<file path="config.mk">
export PLATFORM = sky130hd
export DESIGN_NAME = jk_sync_counter_flat
export DESIGN_NICKNAME = d
export VERILOG_FILES = /design/src/rtl/jk_pkg.sv /design/src/rtl/jk_sync_counter_if.sv /design/src/rtl/jk_ff_cell.sv /design/src/rtl/jk_sync_counter.sv /design/src/flat_wrapper.sv
export SDC_FILE = /design/constraint.sdc
export NUM_CORES = 1
export LEC_CHECK = 0
export ABC_AREA = 1
export CAP_MARGIN = 20
export CORE_UTILIZATION = 38
export CTS_CLUSTER_SIZE = 28
export DETAILED_ROUTE_END_ITERATION = 10
export GPL_ROUTABILITY_DRIVEN = 0
export PLACE_DENSITY_LB_ADDON = 0.3
export REMOVE_ABC_BUFFERS = 1
export SLEW_MARGIN = 30
export SYNTH_ARGS = -nofsm -noshare
export SYNTH_HDL_FRONTEND = slang
export SYNTH_SLANG_ARGS = --single-unit
</file>
<file path="constraint.sdc">
create_clock -name clock -period 1.1 [get_ports clock]
set_input_delay 0.22 -clock clock [delete_from_list [all_inputs] [get_ports clock]]
set_output_delay 0.22 -clock clock [all_outputs]
set_load 0.1 [all_outputs]
</file>
<file path="src/rtl/jk_pkg.sv">
// Shared types and constants for the JK-cell synchronous counter.
package jk_pkg;

    // Counter operating mode, as presented on the mode input
    typedef enum logic [1:0] {
        JK_HOLD = 2'b00,
        JK_UP   = 2'b01,
        JK_DOWN = 2'b10,
        JK_LOAD = 2'b11
    } jk_mode_e;

    // JK cell actions, encoded as {j, k}
    localparam logic [1:0] JK_NOP = 2'b00;
    localparam logic [1:0] JK_SET = 2'b10;
    localparam logic [1:0] JK_CLR = 2'b01;
    localparam logic [1:0] JK_TGL = 2'b11;

endpackage

</file>
<file path="src/rtl/jk_sync_counter_if.sv">
// Control/status bundle of the JK synchronous counter.
interface jk_sync_counter_if #(
    parameter int unsigned WIDTH = 8
);
    import jk_pkg::*;

    logic             en;
    jk_mode_e         mode;
    logic [WIDTH-1:0] load_val;
    logic             ovf_clr;
    logic [WIDTH-1:0] count;
    logic [WIDTH-1:0] count_n;
    logic             wrap;
    logic             ovf;

    // Controller side: drives commands, observes count and flags
    modport master (
        output en, mode, load_val, ovf_clr,
        input  count, count_n, wrap, ovf
    );

    // Counter side
    modport slave (
        input  en, mode, load_val, ovf_clr,
        output count, count_n, wrap, ovf
    );

endinterface

</file>
<file path="src/rtl/jk_ff_cell.sv">
// Single-bit JK flip-flop with asynchronous active-low reset to a per-cell value.
module jk_ff_cell
    import jk_pkg::*;
(
    input  logic clock,
    input  logic reset_n,
    input  logic rst_val,
    input  logic j,
    input  logic k,
    output logic q
);

    logic q_q;
    logic q_d;

    // JK truth table: hold, set, clear, toggle
    always_comb begin
        q_d = q_q;
        unique case ({j, k})
            JK_NOP:  q_d = q_q;
            JK_SET:  q_d = 1'b1;
            JK_CLR:  q_d = 1'b0;
            JK_TGL:  q_d = ~q_q;
            default: q_d = q_q;
        endcase
    end

    // State register
    always_ff @(posedge clock or negedge reset_n) begin
        if (!reset_n) begin
            q_q <= rst_val;
        end else begin
            q_q <= q_d;
        end
    end

    assign q = q_q;

endmodule

</file>
<file path="src/rtl/jk_sync_counter.sv">
// WIDTH-bit synchronous up/down/load counter built from JK flip-flop cells,
// with a one-cycle wrap pulse and a sticky overflow flag.
// Build option: define JK_SATURATE_EN to saturate at the limits instead of wrapping.
module jk_sync_counter
    import jk_pkg::*;
#(
    parameter int unsigned      WIDTH     = 8,
    parameter logic [WIDTH-1:0] RESET_VAL = '0
) (
    input  logic              clock,
    input  logic              reset_n,
    jk_sync_counter_if.slave  bus
);

    logic [WIDTH-1:0] q;
    logic [WIDTH-1:0] j;
    logic [WIDTH-1:0] k;
    logic [WIDTH-1:0] ones_below;
    logic [WIDTH-1:0] zeros_below;
    logic             wrap_event;
    logic             limit_hold;
    logic             wrap_q;
    logic             wrap_d;
    logic             ovf_q;
    logic             ovf_d;

    // Prefix masks: bit i toggles counting up when all lower bits are 1, down when all are 0
    always_comb begin
        ones_below     = '0;
        zeros_below    = '0;
        ones_below[0]  = 1'b1;
        zeros_below[0] = 1'b1;
        for (int i = 1; i < int'(WIDTH); i++) begin
            ones_below[i]  = ones_below[i-1] & q[i-1];
            zeros_below[i] = zeros_below[i-1] & ~q[i-1];
        end
    end

    assign wrap_event = bus.en & (((bus.mode == JK_UP) & (&q)) |
                                  ((bus.mode == JK_DOWN) & ~(|q)));

`ifdef JK_SATURATE_EN
    assign limit_hold = wrap_event;
`else
    assign limit_hold = 1'b0;
`endif

    // J/K steering per mode; disabled or saturated cycles leave every cell at NOP
    always_comb begin
        j = '0;
        k = '0;
        if (bus.en && !limit_hold) begin
            unique case (bus.mode)
                JK_HOLD: begin
                    j = '0;
                    k = '0;
                end
                JK_UP: begin
                    j = ones_below;
                    k = ones_below;
                end
                JK_DOWN: begin
                    j = zeros_below;
                    k = zeros_below;
                end
                JK_LOAD: begin
                    j = bus.load_val;
                    k = ~bus.load_val;
                end
                default: begin
                    j = '0;
                    k = '0;
                end
            endcase
        end
    end

    // Counter bits, one JK cell each
    for (genvar g = 0; g < WIDTH; g++) begin : g_cell
        jk_ff_cell u_cell (
            .clock   (clock),
            .reset_n (reset_n),
            .rst_val (RESET_VAL[g]),
            .j       (j[g]),
            .k       (k[g]),
            .q       (q[g])
        );
    end

    // Flag next-state: a same-cycle event beats ovf_clr; ovf_clr ignores en
    always_comb begin
        wrap_d = wrap_event;
        ovf_d  = ovf_q;
        if (wrap_event) begin
            ovf_d = 1'b1;
        end else if (bus.ovf_clr) begin
            ovf_d = 1'b0;
        end
    end

    // Flag registers
    always_ff @(posedge clock or negedge reset_n) begin
        if (!reset_n) begin
            wrap_q <= 1'b0;
            ovf_q  <= 1'b0;
        end else begin
            wrap_q <= wrap_d;
            ovf_q  <= ovf_d;
        end
    end

    assign bus.count   = q;
    assign bus.count_n = ~q;
    assign bus.wrap    = wrap_q;
    assign bus.ovf     = ovf_q;

endmodule

</file>
<file path="src/flat_wrapper.sv">
// flat-port wrapper written by rule: the top's interface ports become plain ports
module jk_sync_counter_flat import jk_pkg::*;
#(
    parameter int unsigned      WIDTH     = 8,
    parameter logic [WIDTH-1:0] RESET_VAL = '0
)
  (clock, reset_n, bus_en, bus_mode, bus_load_val, bus_ovf_clr, bus_count, bus_count_n, bus_wrap, bus_ovf);
  jk_sync_counter_if #(.WIDTH(WIDTH)) bus_i ();
  input  logic clock;
  input  logic reset_n;
  input wire logic [$bits(bus_i.en)-1:0] bus_en;
  input wire logic [$bits(bus_i.mode)-1:0] bus_mode;
  input wire logic [$bits(bus_i.load_val)-1:0] bus_load_val;
  input wire logic [$bits(bus_i.ovf_clr)-1:0] bus_ovf_clr;
  output wire logic [$bits(bus_i.count)-1:0] bus_count;
  output wire logic [$bits(bus_i.count_n)-1:0] bus_count_n;
  output wire logic [$bits(bus_i.wrap)-1:0] bus_wrap;
  output wire logic [$bits(bus_i.ovf)-1:0] bus_ovf;
  assign bus_i.en = bus_en;
  assign bus_i.mode = bus_mode;
  assign bus_i.load_val = bus_load_val;
  assign bus_i.ovf_clr = bus_ovf_clr;
  assign bus_count = bus_i.count;
  assign bus_count_n = bus_i.count_n;
  assign bus_wrap = bus_i.wrap;
  assign bus_ovf = bus_i.ovf;
  jk_sync_counter #(.WIDTH(WIDTH), .RESET_VAL(RESET_VAL)) u_core (.clock(clock), .reset_n(reset_n), .bus(bus_i));
endmodule
</file>
Supply network:
Scale bar: 10 um. Pins as bars on the die edge.
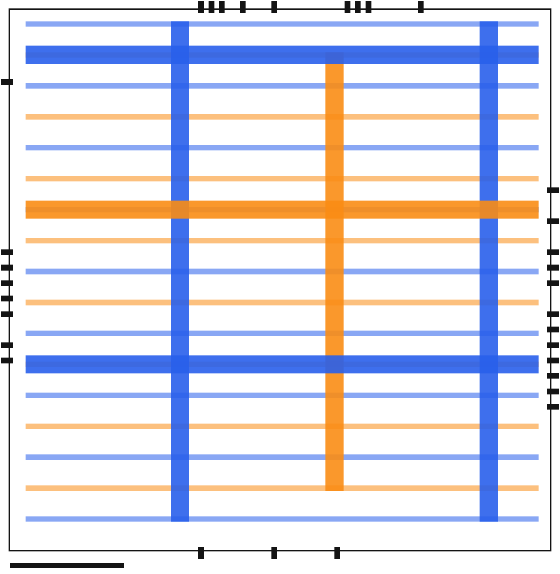
Blue marks VSS. Orange marks VDD.
3 straps on met4. The core has 16 rows. 17 met1 rails follow the rows. 3 straps on met5.

Placement by cell class:
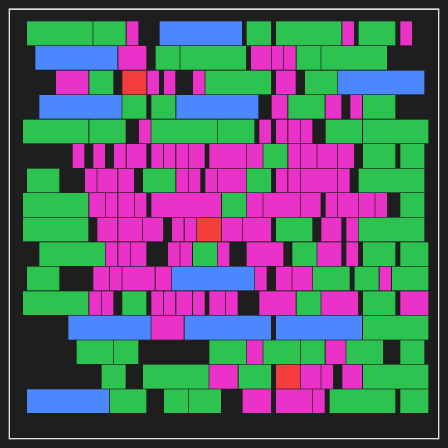
Blue marks flip-flops, cells 10. Green marks other buffers and delay cells, cells 65. Magenta marks all other logic, cells 104. Red marks cells driving clock nets, cells 3.

Clock network drawn from the DEF:
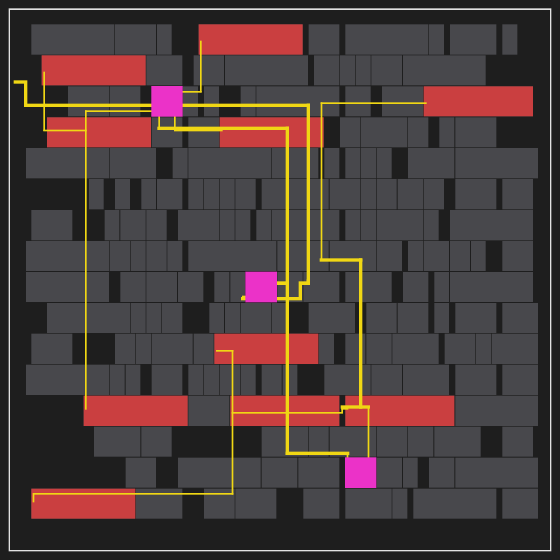
Yellow marks clock wires, length 250 um. Magenta marks cells driving clock nets, count 3. Red marks flip-flops, count 10.
There are 4 routed clock nets.

==> results.json <==
{
  "cts.sink_count": 10,
  "pin_count": 32,
  "total_power_uw": 5260,
  "drtIter0Drc": 32,
  "arrival_ps": 1190,
  "ys_warn_count": 0,
  "synth-main-ff-cell": "dfrtp_1",
  "dp_slack_ps": -590,
  "skew_ps": 18.8,
  "max_cap_violations": 0,
  "clk_pin_slew_ps": 90,
  "lay_top_count": "nand2_1",
  "crit_fanout": 3,
  "clockPowerShare": 0.056,
  "insertion_delay_ps": 300,
  "dieHeight_um": 47.5,
  "swShare": 0.566,
  "p_leak_uw": 0.000828,
  "post_cts_buffers": 14,
  "drt-total-wl_um": 3500,
  "dp_hpwl_um": 1920,
  "crit_slowest_cell": "dfrtp_2",
  "p_int_uw": 2280,
  "cts_tree": "built",
  "initial_core_util": 0.401,
  "hold_viol": 0,
  "period_used_share": 1.28,
  "hp-class": "in2async",
  "grt_max_degree": 11,
  "cpPeakStageDelay_ps": 450,
  "top_area_cell": "dfrtp_1",
  "overflow": 0,
  "fin_setup_tns_ps": -4940,
  "track_usage": 0.301,
  "p_seq_frac": 0.129,
  "finalWorstSetupSlack_ps": -310,
  "ys_ff": 10,
  "syn_inst": 123,
  "yosys_area_sq_um": 786,
  "worst_slew_pin_slew_ps": 299,
  "hold_slack_ps": 249,
  "area_leaders": "dfrtp_1 (32%), nand2_1 (20%), nand3_1 (7.6%)",
  "final_core_util": 0.856,
  "ys_seq_frac": 0.318,
  "crit_top_cell": "buf_6",
  "grt_antenna_before_repair": 0,
  "root_buffer": "clkbuf_4",
  "ir_drop_v": 0.00254,
  "die-width_um": 47.5,
  "ant_nets": 0,
  "crit_chain": "buf_6, inv_4, buf_6, buf_12",
  "stdcell_area_sq_mm": 0.00168,
  "avgSynthCellArea_sq_um": 6.39,
  "cts_max_level": 1,
  "cp_data_required_time_ps": 880,
  "syn_to_final_growth_pct": 114,
  "finalSetupViolCount": 26,
  "syn_area_sq_um": 786,
  "grt_pass1_vias": 1013,
  "top_cell": "nand2_1",
  "post_cts_resized": 31,
  "log.warning_count": 27,
  "synthArstFlopShare": 1.00,
  "slew_viol_final": 0,
  "fin_crit_ps": 1410,
  "top_cell_area_share": 0.318,
  "chip_area_sq_mm": 0.00225,
  "core-area_sq_mm": 0.00196,
  "cp-end-kind": "primary output",
  "critPathTopFamily": "flip-flops",
  "grt_pass1_wl_um": 4510,
  "startpoint_type": "register",
  "hold_buffers": 0,
  "clockBufferDepth": 2,
  "antenna_cells": 0,
  "place_area_sq_mm": 0.00137,
  "common_cells": "nand2_1 (41), inv_1 (16), nand3_1 (12)",
  "crit_buf_inv": 4,
  "fp-row-count": 16,
  "io_buffers": 31,
  "layout.cells.non_filler": 209,
  "switching_power_uw": 2980,
  "via_per_inst": 5.38,
  "cts_buffers": 3,
  "violations": "setup timing",
  "outcome": "finished, violations left",
  "critPathKind": "reg2out",
  "remaining_drc_errors": 0,
  "layout-drive-gt1-share": 0.511,
  "first_pass_iters": 4,
  "yosysCellCount": 123,
  "slew_headroom": 0.801,
  "placed_cells": 189,
  "comb_power_share": 0.815,
  "yosysUniqueCellTypes": 20,
  "rsz0062_at_grt": "yes",
  "lay_top_cells": "nand2_1 (34), buf_4 (21), buf_12 (18)",
  "via_count": 1124
}
Metal layers overlaid:
Scale bar: 10 um.
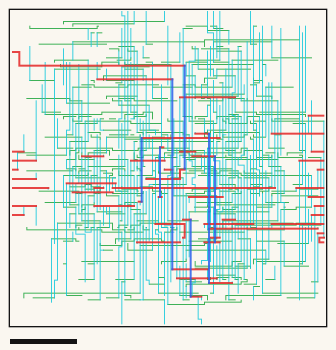
Blue marks met4, wire length 108 um. Red marks met3, wire length 250 um. Cyan marks met2, wire length 1860 um. Green marks met1, wire length 1290 um.

Routing congestion map:
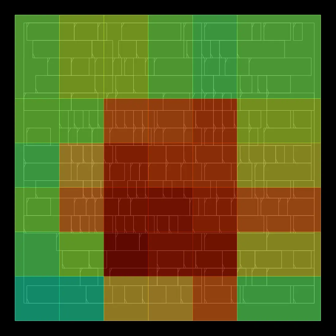
GR Layer Usage met1: 0.317
gr busiest metal: met2
M3 GR Usage: 0.0755
routed length per instance: 16.8 um
met2 Usage GRT: 0.551

-- flip-flops by register name, indices dropped and copies added (netlist names) --
name,count
u_core.bus.ovf,1
u_core.bus.wrap,1
u_core.g_cell.u_cell.q,8
-- final cells by class --
cell class	count	area (sq um)
Clock buffer	3	22.5
Fill cell	94	283
Inverter	18	75.1
Multi-Input combinational cell	86	502
Sequential cell	10	254
Tap cell	27	33.8
Timing Repair Buffer	65	792
-- per-layer routing --
metal	vias to the layer above	wire length (um)
li1	504	-
met1	533	1290
met2	71	1860
met3	16	249
met4	0	107
met5	-	0
-- worst paths after layout --
path,from,to,cells after the start,slack [ps]
worst min register to register,u_core.bus.ovf$_DFFE_PN0P_,u_core.bus.ovf$_DFFE_PN0P_,2,570
min in group clock,bus_ovf_clr,u_core.bus.ovf$_DFFE_PN0P_,2,510
worst max register to register,u_core.g_cell[1].u_cell.q$_DFFE_PN0P_,u_core.g_cell[7].u_cell.q$_DFFE_PN0P_,8,-280
worst max-delay path,u_core.g_cell[0].u_cell.q$_DFFE_PN0P_,bus_count_n[0],4,-310
max in group asynchronous,reset_n,u_core.bus.wrap$_DFF_PN0_,2,680
worst min-delay path,reset_n,u_core.g_cell[1].u_cell.q$_DFFE_PN0P_,2,250
-- power by group through the flow --
stage	clock network [uW]	registers (uW)	logic (uW)
2_1_floorplan	0	1470	1200
3_3_place_gp	0	600	3560
3_5_place_dp	0	604	3590
4_1_cts	288	624	3980
5_1_grt	319	696	4420
6_report	294	681	4290
-- kinds of logic after synthesis --
kind of cell	share of synthesized area
AND-OR/OR-AND	0.116
buffers and inverters	0.169
flip-flops	0.318
AND/OR/NAND/NOR	0.396
No activity file was given, so power comes from the tool's default toggle rates.
